$ cat config.mk
export PLATFORM = sky130hd
export DESIGN_NAME = double_buffer_ctrl
export DESIGN_NICKNAME = d
export VERILOG_FILES = /design/src/rtl/double_buffer_pkg.sv /design/src/rtl/db_out_fifo.sv /design/src/rtl/double_buffer_ctrl.sv
export SDC_FILE = /design/constraint.sdc
export NUM_CORES = 1
export LEC_CHECK = 0
export CAP_MARGIN = 20
export CORE_MARGIN = 5
export CORE_UTILIZATION = 47
export CTS_BUF_LIST = sky130_fd_sc_hd__clkbuf_2 sky130_fd_sc_hd__clkbuf_4 sky130_fd_sc_hd__clkbuf_8
export CTS_CLUSTER_DIAMETER = 40
export DETAILED_ROUTE_END_ITERATION = 8
export HOLD_SLACK_MARGIN = 0.08
export PLACE_DENSITY = 0.9
export SETUP_SLACK_MARGIN = 0.4
export SKIP_LAST_GASP = 1
export SLEW_MARGIN = 15
export SYNTH_ARGS = -nofsm -noshare
export SYNTH_HDL_FRONTEND = slang
export SYNTH_SLANG_ARGS = --single-unit
$ cat constraint.sdc
create_clock -name clk -period 6.5 [get_ports clk]
set_input_delay 0.975 -clock clk [delete_from_list [all_inputs] [get_ports clk]]
set_output_delay 0.975 -clock clk [all_outputs]
set_load 0.01 [all_outputs]
$ cat src/rtl/double_buffer_pkg.sv
// Shared constants and types for the double_buffer sequencer and its output FIFO.
package double_buffer_pkg;

   localparam int OUT_FIFO_DEPTH = 2;
   localparam int FIFO_CNT_W     = $clog2(OUT_FIFO_DEPTH + 1);
   localparam int FIFO_PTR_W     = (OUT_FIFO_DEPTH > 1) ? $clog2(OUT_FIFO_DEPTH) : 1;

   typedef enum logic {
      RB_EMPTY    = 1'b0,
      RB_DRAINING = 1'b1
   } rb_status_e;

   function automatic int cnt_width(input int block_size);
      return $clog2(block_size + 1);
   endfunction

endpackage

$ cat src/rtl/db_out_fifo.sv
// Small output FIFO that absorbs the one-cycle read latency of the bank memory.
module db_out_fifo
   import double_buffer_pkg::*;
#(
   parameter int DATA_WIDTH = 64
) (
   input  logic                  clk,
   input  logic                  rst_n,
   input  logic                  push,
   input  logic [DATA_WIDTH-1:0] push_data,
   input  logic                  pop,
   output logic [FIFO_CNT_W-1:0] count,
   output logic [DATA_WIDTH-1:0] head,
   output logic                  not_empty
);

   logic [DATA_WIDTH-1:0] mem_q [OUT_FIFO_DEPTH];
   logic [DATA_WIDTH-1:0] mem_d [OUT_FIFO_DEPTH];
   logic [FIFO_PTR_W-1:0] wr_ptr_q, wr_ptr_d;
   logic [FIFO_PTR_W-1:0] rd_ptr_q, rd_ptr_d;
   logic [FIFO_CNT_W-1:0] count_q, count_d;

   localparam logic [FIFO_PTR_W-1:0] LAST_PTR = FIFO_PTR_W'(OUT_FIFO_DEPTH - 1);

   // NOTE: every always_comb output gets a default first so no latch is inferred.
   always_comb begin
      mem_d    = mem_q;
      wr_ptr_d = wr_ptr_q;
      rd_ptr_d = rd_ptr_q;
      count_d  = count_q;

      if (push) begin
         mem_d[wr_ptr_q] = push_data;
         wr_ptr_d        = (wr_ptr_q == LAST_PTR) ? '0 : wr_ptr_q + 1'b1;
      end
      if (pop) begin
         rd_ptr_d = (rd_ptr_q == LAST_PTR) ? '0 : rd_ptr_q + 1'b1;
      end

      case ({push, pop})
         2'b10:   count_d = count_q + 1'b1;
         2'b01:   count_d = count_q - 1'b1;
         default: count_d = count_q;
      endcase
   end

   // NOTE: sequential state uses non-blocking assignments so all flops update together.
   always_ff @(posedge clk or negedge rst_n) begin
      if (!rst_n) begin
         wr_ptr_q <= '0;
         rd_ptr_q <= '0;
         count_q  <= '0;
      end else begin
         wr_ptr_q <= wr_ptr_d;
         rd_ptr_q <= rd_ptr_d;
         count_q  <= count_d;
      end
   end

   // NOTE: storage is not reset; count_q alone decides which entries are meaningful.
   always_ff @(posedge clk) begin
      mem_q <= mem_d;
   end

   assign count     = count_q;
   assign head      = mem_q[rd_ptr_q];
   assign not_empty = (count_q != '0);

   a_no_overflow: assert property (@(posedge clk) disable iff (!rst_n)
      !(push && !pop && (count_q == FIFO_CNT_W'(OUT_FIFO_DEPTH))));
   a_no_underflow: assert property (@(posedge clk) disable iff (!rst_n)
      !(pop && (count_q == '0)));

endmodule

$ cat src/rtl/double_buffer_ctrl.sv
// Sequencer for double_buffer: producer stream -> write bank, read bank -> consumer
// stream, with a bank swap once the write bank is full and the read bank is done.
module double_buffer_ctrl
   import double_buffer_pkg::*;
#(
   parameter int DATA_WIDTH      = 64,
   parameter int BANK_ADDR_WIDTH = 5,
   parameter int BLOCK_SIZE      = 32
) (
   input  logic                       clk,
   input  logic                       rst_n,
   input  logic                       in_valid,
   output logic                       in_ready,
   input  logic [DATA_WIDTH-1:0]      in_data,
   output logic                       out_valid,
   input  logic                       out_ready,
   output logic [DATA_WIDTH-1:0]      out_data,
   output logic                       db_wen,
   output logic [BANK_ADDR_WIDTH-1:0] db_wadr,
   output logic [DATA_WIDTH-1:0]      db_wdata,
   output logic                       db_ren,
   output logic [BANK_ADDR_WIDTH-1:0] db_radr,
   input  logic [DATA_WIDTH-1:0]      db_rdata,
   output logic                       db_switch_banks,
   output logic                       bank_sel
);

   localparam int CNT_W = BANK_ADDR_WIDTH + 1;
   localparam logic [CNT_W-1:0]      BLOCK_CNT = CNT_W'(BLOCK_SIZE);
   localparam logic [FIFO_CNT_W:0]   OCC_MAX   = (FIFO_CNT_W + 1)'(OUT_FIFO_DEPTH);

   rb_status_e            rb_status_q, rb_status_d;
   logic [CNT_W-1:0]      wr_cnt_q, wr_cnt_d;
   logic [CNT_W-1:0]      rd_cnt_q, rd_cnt_d;
   logic                  inflight_q, inflight_d;
   logic                  bank_sel_q, bank_sel_d;

   logic                  rd_avail;
   logic                  wr_fire;
   logic                  rd_issue;
   logic                  do_switch;
   logic                  pop;
   logic [FIFO_CNT_W-1:0] fifo_count;
   logic [FIFO_CNT_W:0]   fifo_occ;
   logic                  fifo_not_empty;
   logic [DATA_WIDTH-1:0] fifo_head;

   always_ff @(posedge clk or negedge rst_n) begin
      if (!rst_n) begin
         rb_status_q <= RB_EMPTY;
      end else begin
         rb_status_q <= rb_status_d;
      end
   end

   // Each swap refills the read bank, so DRAINING is never left until reset.
   always_comb begin
      rb_status_d = rb_status_q;
      case (rb_status_q)
         RB_EMPTY:    if (do_switch) rb_status_d = RB_DRAINING;
         RB_DRAINING: rb_status_d = RB_DRAINING;
         default:     rb_status_d = RB_EMPTY;
      endcase
   end

   always_comb begin
      rd_avail = (rb_status_q == RB_DRAINING);
      in_ready = (wr_cnt_q != BLOCK_CNT);
      wr_fire  = in_valid && in_ready;
      pop      = fifo_not_empty && out_ready;

      // Pop only happens with a non-empty FIFO, so this never underflows.
      fifo_occ = {1'b0, fifo_count}
               + {{FIFO_CNT_W{1'b0}}, inflight_q}
               - {{FIFO_CNT_W{1'b0}}, pop};

      rd_issue  = rd_avail && (rd_cnt_q != BLOCK_CNT) && (fifo_occ < OCC_MAX);
      do_switch = (wr_cnt_q == BLOCK_CNT)
               && (!rd_avail || ((rd_cnt_q == BLOCK_CNT) && !inflight_q));

      wr_cnt_d   = wr_cnt_q;
      rd_cnt_d   = rd_cnt_q;
      inflight_d = rd_issue;
      bank_sel_d = bank_sel_q;

      if (do_switch) begin
         wr_cnt_d   = '0;
         rd_cnt_d   = '0;
         bank_sel_d = ~bank_sel_q;
      end else begin
         if (wr_fire)  wr_cnt_d = wr_cnt_q + 1'b1;
         if (rd_issue) rd_cnt_d = rd_cnt_q + 1'b1;
      end
   end

   always_ff @(posedge clk or negedge rst_n) begin
      if (!rst_n) begin
         wr_cnt_q   <= '0;
         rd_cnt_q   <= '0;
         inflight_q <= 1'b0;
         bank_sel_q <= 1'b0;
      end else begin
         wr_cnt_q   <= wr_cnt_d;
         rd_cnt_q   <= rd_cnt_d;
         inflight_q <= inflight_d;
         bank_sel_q <= bank_sel_d;
      end
   end

   db_out_fifo #(
      .DATA_WIDTH (DATA_WIDTH)
   ) u_out_fifo (
      .clk       (clk),
      .rst_n     (rst_n),
      .push      (inflight_q),
      .push_data (db_rdata),
      .pop       (pop),
      .count     (fifo_count),
      .head      (fifo_head),
      .not_empty (fifo_not_empty)
   );

   assign db_wen          = wr_fire;
   assign db_wadr         = wr_cnt_q[BANK_ADDR_WIDTH-1:0];
   assign db_wdata        = in_data;
   assign db_ren          = rd_issue;
   assign db_radr         = rd_cnt_q[BANK_ADDR_WIDTH-1:0];
   assign db_switch_banks = do_switch;
   assign bank_sel        = bank_sel_q;
   assign out_valid       = fifo_not_empty;
   assign out_data        = fifo_head;

   a_switch_single: assert property (@(posedge clk) disable iff (!rst_n)
      db_switch_banks |=> !db_switch_banks);
   a_switch_exclusive: assert property (@(posedge clk) disable iff (!rst_n)
      db_switch_banks |-> !(db_wen || db_ren));

endmodule

run_1/cell_density.png
(3 px per um) 12 x 12 tiles, from dark blue (low) to red (high), 0 to 100% covered.
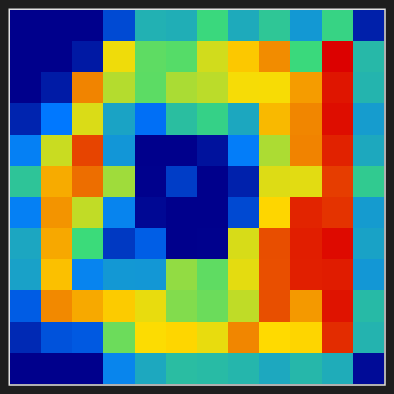
nearly empty tiles: 13%
fullest tile: 100%
mean over tiles: 48%
emptiest ninth of the die: middle

run_1/layer_met1.png
(4 px per um) Supply wires on this layer in grey.
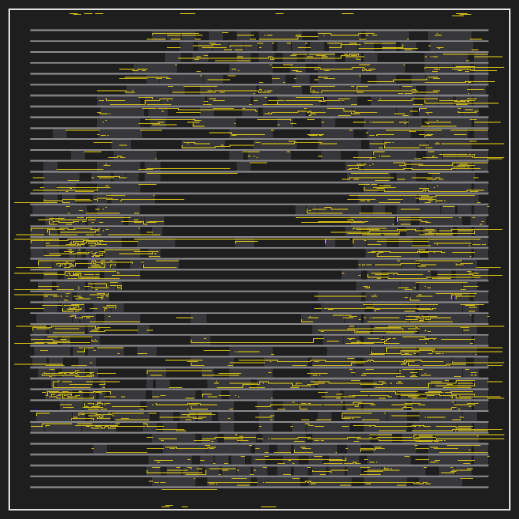
longest straight run: 53.8 um
nets with wire on the layer: 494
share of all routed wire: 39%

run_1/io_fan.png
(3 px per um)
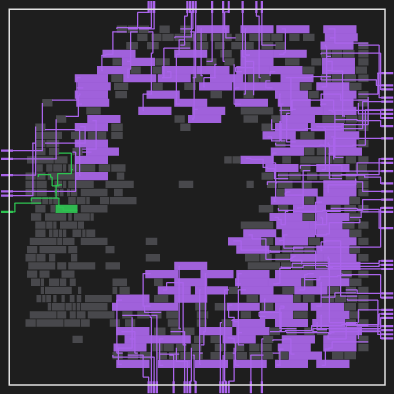
legend:
  `db_ren`:
    colour: green
    bits: 1
    direction: output
    edge: left
    end_cells: 1
    buffers: 1
    wire: 70.7 um
  `db_rdata`:
    colour: purple
    bits: 64
    direction: input
    edge: 31 right, 15 bottom, 13 top, 5 left
    end_cells: 128
    buffers: 64
    wire: 2810 um
I/O pin cnt: 276
number of buffers added on ports: 147

run_1/placement.png
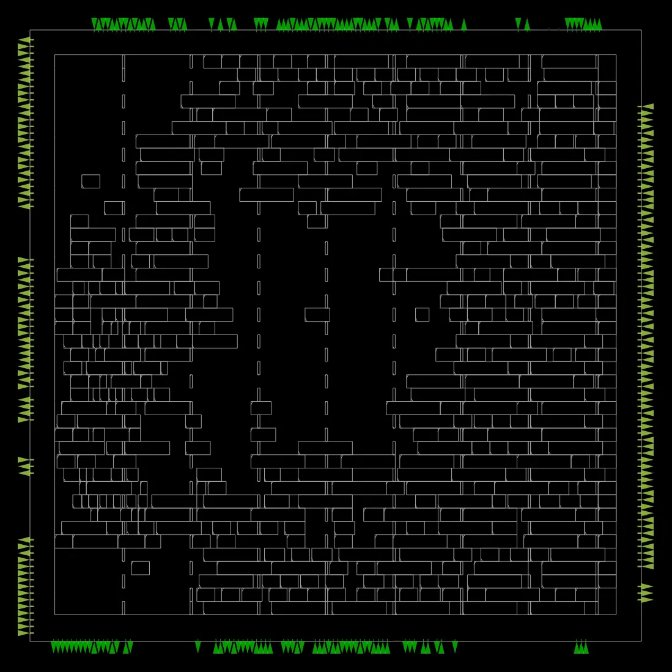
well-tap cell count: 176
final core utilization: 59.3%

==> deck_impl_summary.md, run 1 <==
Physical Implementation Snapshot

Status
  • Run status: finished clean

Cells and area
  • Flip-flop and latch area: around 4300 um^2
  • Layout net count: 591
  • Top Registers: u_out_fifo.mem_q: 128 flops, rd_cnt_q: 6 flops, wr_cnt_q: 6 flops
  • Filler instances: 947
  • Sequential cell count: 147

Logic synthesis
  • Flip-flops with a built-in enable: about 130
  • Sequential cell area fraction in the yosys report: 69.8%
  • Synth cell types: 36
  • Tally of yosys warning messages: 0
  • Asr flop ratio synth: between 10 and 15%
  • Top area contributor share: 62.1%
  • Instance tally after logic synthesis: between 300 and 400
  • Top cell type by total area after synthesis: edfxtp_1

STA
  • Worst-case clock skew: 0.00738 ns
  • RSZ-0062 raised after global routing: no
  • Sum Neg Setup Slack: 0 ns
  • Relative slew margins: 43.3%

Pwr
  • Leak Pwr: 0.00269 uW
  • Total net switching power: roughly 860 uW
  • Clock share of power: 25.4%
  • Combinational power share: 31.2%
  • Internal power: ~2200 uW

CTS
  • TritonCTS clock tree: built
  • Clock Path Buffers: 2

Routing
  • Sum of routed wire segments on met1: 4.72 mm
  • Uppermost signal routing layer after detailed routing: met4
  • Wire length on met2: between 6 and 7 mm
  • Router iterations before antenna repair: 4
  • Post-detailed-route DRC marker count: 0

GRT
  • Global-route track usage on met3: 7.25%
  • Vias in the first global route: 3459
  • Layer carrying the most global-route usage: met2

Worst setup path
  • FF-to-FF End: rd_cnt_q[1]$_DFFE_PN0P_
  • Beginning of the critical path: out_ready
  • CP Launch Type: input port
  • Worst path buffer plus inverter count: 2
  • Crit path max-delay cell type: clkdlybuf4s50_1

Floorplanning
  • Die ar.: 15600 um^2
  • Floorplan die height: ~120 um

Place
  • Area after detailed placement: 7310 um^2
  • Cell total after placement: between 600 and 700

Flow run
  • Count of warning messages emitted by the tools: 28
run_1/sizes.png
(3 px per um)
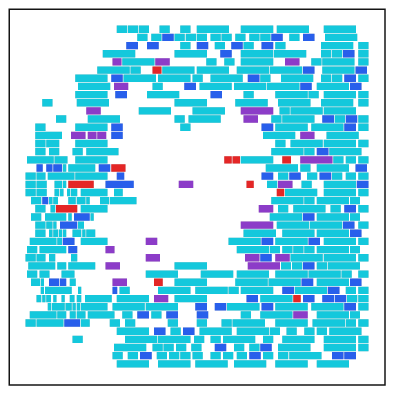

==> run 2: changes to the inputs <==
Settings changed: CORE_UTILIZATION 47 to 43, PLACE_DENSITY 0.9 to 0.83.
Clock period 6.5 ns to 4.8 ns, I/O delays scaled along.
run_2/sizes.png
(3 px per um)
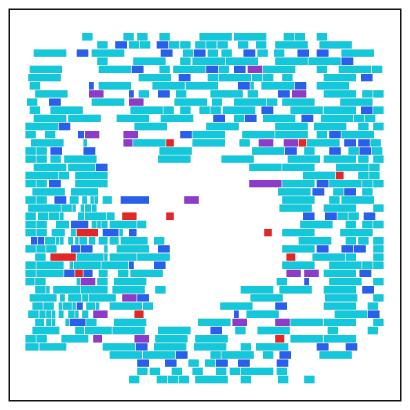
legend:
  _3 and _4 cells:
    colour: red
    cells: 12
  _6 and larger:
    colour: purple
    cells: 20
  _2 cells:
    colour: blue
    cells: 82
  _0 and _1 cells:
    colour: cyan
    cells: 354

run_2/cell_density.png
(3 px per um) 13 x 13 tiles, from dark blue (low) to red (high), 0 to 100% covered.
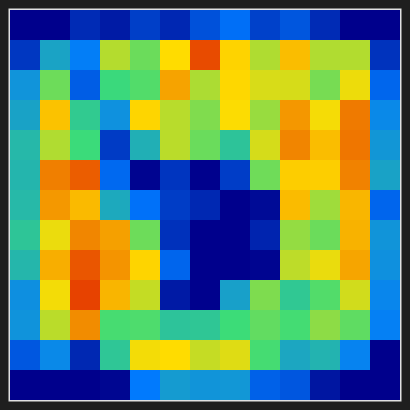
tiles over 75% full: 19%
mean over tiles: 44%
nearly empty tiles: 12%
emptiest ninth of the die: middle

==> deck_impl_summary.md, run 2 <==
Physical Implementation Snapshot

Status
  • Run status: finished clean

Cells and area
  • Layout net count: 592 (+0.17%)
  • Final core utilization: 54.9% (-4.4 points)
  • Flip-flop and latch area: 4320 um^2 (unchanged)
  • Proportion of layout cells with a drive suffix above 1: 24.4%
  • Filler instances: 1120 (+18%)
  • Top Registers: u_out_fifo.mem_q: 128 flops, rd_cnt_q: 6 flops, wr_cnt_q: 6 flops

Routing
  • Post-detailed-route DRC marker count: 0 (unchanged)
  • Router iterations before antenna repair: 4 (unchanged)
  • Uppermost signal routing layer after detailed routing: met4
  • Wire length on met2: 6.20 mm (+1.9%)
  • Sum of routed wire segments on met1: 4.48 mm (-5.3%)

STA
  • Sum Neg Setup Slack: 0 ns (unchanged)
  • Relative slew margins: 43.7% (+0.42 points)
  • RSZ-0062 raised after global routing: no

Floorplanning
  • Die ar.: 16900 um^2 (+8.5%)
  • I/O pin cnt: 276 (unchanged)
  • Floorplan die height: 130 um (+4.2%)
  • Well-tap cell count: 180 (+2.3%)

Pwr
  • Combinational power share: 33.5% (+2.3 points)
  • Leak Pwr: 0.00265 uW (-1.4%)
  • Highest-power group: sequential cells
  • Total net switching power: 1150 uW (+34%)
  • Internal power: 2800 uW (+28%)
  • Clock share of power: 21.6% (-3.8 points)

Worst setup path
  • Endpoint arrival time on the critical path: 3.31 ns
  • Crit path max-delay cell type: clkdlybuf4s50_1
  • FF-to-FF End: rd_cnt_q[1]$_DFFE_PN0P_
  • CP Launch Type: input port
  • Worst path buffer plus inverter count: 2 (unchanged)

GRT
  • Global-route track usage on met3: 6.26% (-0.98 points)
  • Vias in the first global route: 3501 (+1.2%)

Logic synthesis
  • Asr flop ratio synth: 12.9% (unchanged)
  • Instance tally after logic synthesis: 368 (unchanged)
  • AND-OR/OR-AND Cells, Area Fraction: 1.29%
  • Tally of yosys warning messages: 0 (unchanged)
  • Top cell type by total area after synthesis: edfxtp_1
  • Top area contributor share: 62.1% (unchanged)
  • Flip-flops with a built-in enable: 128 (unchanged)
  • Synth cell types: 36 (unchanged)
  • Sequential cell area fraction in the yosys report: 69.8% (unchanged)

Place
  • Area after detailed placement: 7320 um^2 (+0.17%)
  • Cell total after placement: 616 (+0.82%)
  • Number of buffers added on ports: 147 (unchanged)

CTS
  • Clock Path Buffers: 2 (unchanged)
  • TritonCTS clock tree: built

Hold path
  • Hold Path Origin: bank_sel$_DFFE_PN0P_

Flow run
  • Count of warning messages emitted by the tools: 28 (unchanged)
run_2/io_fan.png
(3 px per um)
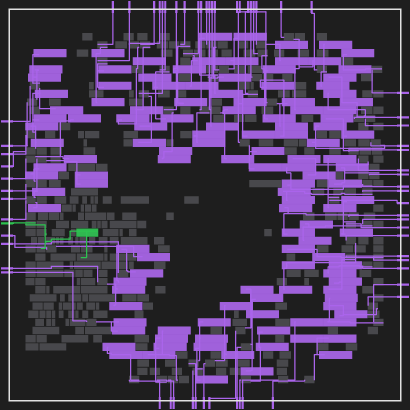
legend:
  `db_rdata`:
    colour: purple
    bits: 64
    direction: input
    edge: 22 top, 19 right, 12 left, 11 bottom
    end_cells: 128
    buffers: 64
    wire: 2660 um
  `db_ren`:
    colour: green
    bits: 1
    direction: output
    edge: left
    end_cells: 1
    buffers: 1
    wire: 56.4 um

run_2/layer_met1.png
(4 px per um) Supply wires on this layer in grey.
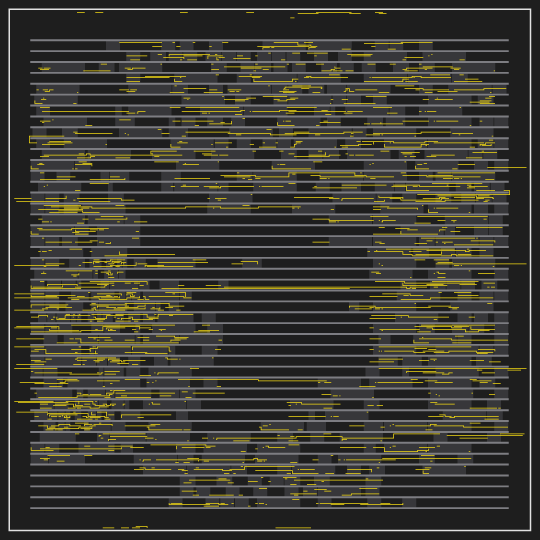

==> run 3: changes to the inputs <==
Clock period 4.8 ns to 4.2 ns, I/O delays scaled along.
run_3/layer_met1.png
(4 px per um) Supply wires on this layer in grey.
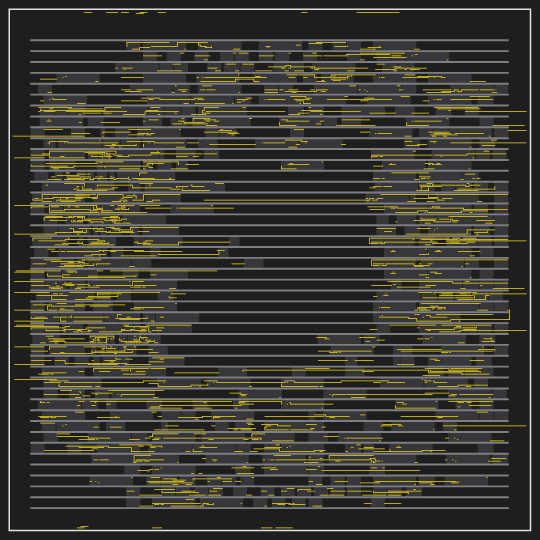
wire length on this layer: 4740 um
main direction: horizontal
nets with wire on the layer: 469
longest straight run: 46.5 um
share of all routed wire: 40%

run_3/placement.png
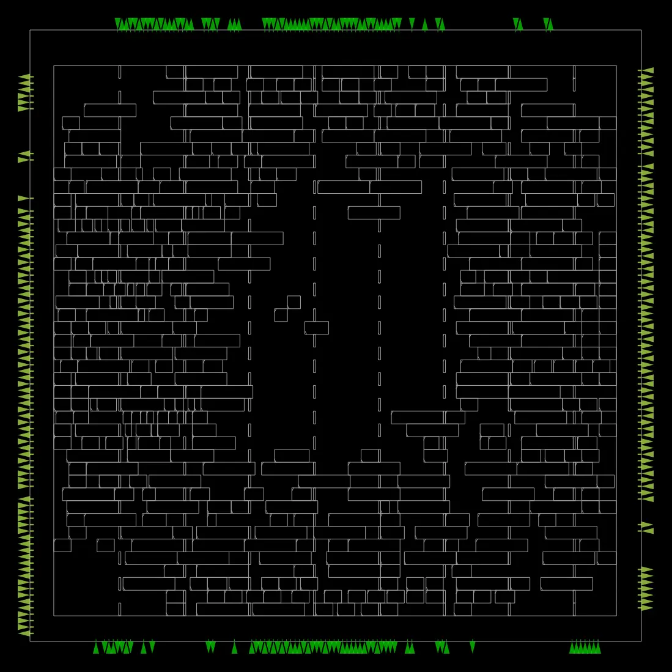
sequential cell count: 147
final core utilization: 55.6%
filler instances: 1077

run_3/io_fan.png
(3 px per um)
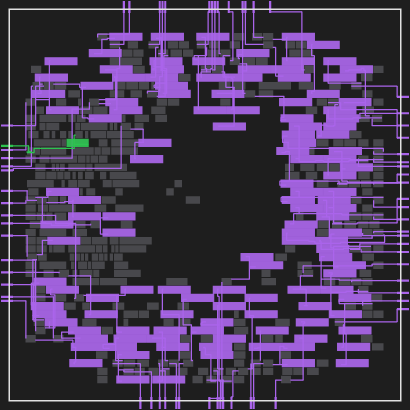
legend:
  `db_rdata`:
    colour: purple
    bits: 64
    direction: input
    edge: 21 right, 15 left, 14 bottom, 14 top
    end_cells: 128
    buffers: 64
    wire: 2700 um
  `db_ren`:
    colour: green
    bits: 1
    direction: output
    edge: left
    end_cells: 1
    buffers: 1
    wire: 35.4 um

==> deck_impl_summary.md, run 3 <==
Physical Implementation Snapshot

Pwr
  • Internal power: 3390 uW (+21%)
  • Leak Pwr: 0.00271 uW (+2.2%)
  • Highest-power group: sequential cells
  • Combinational power share: 32.3% (-1.2 points)
  • Total net switching power: 1330 uW (+15%)

Hold path
  • Hold Path Origin: bank_sel$_DFFE_PN0P_

Place
  • Area after detailed placement: 7340 um^2 (+0.27%)

Logic synthesis
  • Tally of yosys warning messages: 0 (unchanged)
  • Asr flop ratio synth: 12.9% (unchanged)
  • Sequential cell area fraction in the yosys report: 69.8% (unchanged)
  • Flip-flops with a built-in enable: 128 (unchanged)
  • Instance tally after logic synthesis: 368 (unchanged)
  • Synth cell types: 36 (unchanged)
  • Top cell type by total area after synthesis: edfxtp_1
  • Top area contributor share: 62.1% (unchanged)

CTS
  • TritonCTS clock tree: built
  • Clock Path Buffers: 2 (unchanged)

Floorplanning
  • I/O pin cnt: 276 (unchanged)
  • Die ar.: 16900 um^2 (unchanged)

Routing
  • Post-detailed-route DRC marker count: 0 (unchanged)
  • Uppermost signal routing layer after detailed routing: met4
  • Wire length on met2: 5.83 mm (-6.0%)
  • Sum of routed wire segments on met1: 4.74 mm (+5.9%)
  • Router iterations before antenna repair: 4 (unchanged)

Cells and area
  • Flip-flop and latch area: 4320 um^2 (unchanged)
  • Top Registers: u_out_fifo.mem_q: 128 flops, rd_cnt_q: 6 flops, wr_cnt_q: 6 flops

STA
  • RSZ-0062 raised after global routing: no
  • Sum Neg Setup Slack: 0 ns (unchanged)

Flow run
  • Count of warning messages emitted by the tools: 28 (unchanged)

GRT
  • Global-route track usage on met3: 5.65% (-0.61 points)

Worst setup path
  • Crit path max-delay cell type: clkdlybuf4s50_1
  • CP Launch Type: input port
  • Worst path buffer plus inverter count: 2 (unchanged)

Status
  • Run status: finished clean
Power and IR drop assume default switching activity.
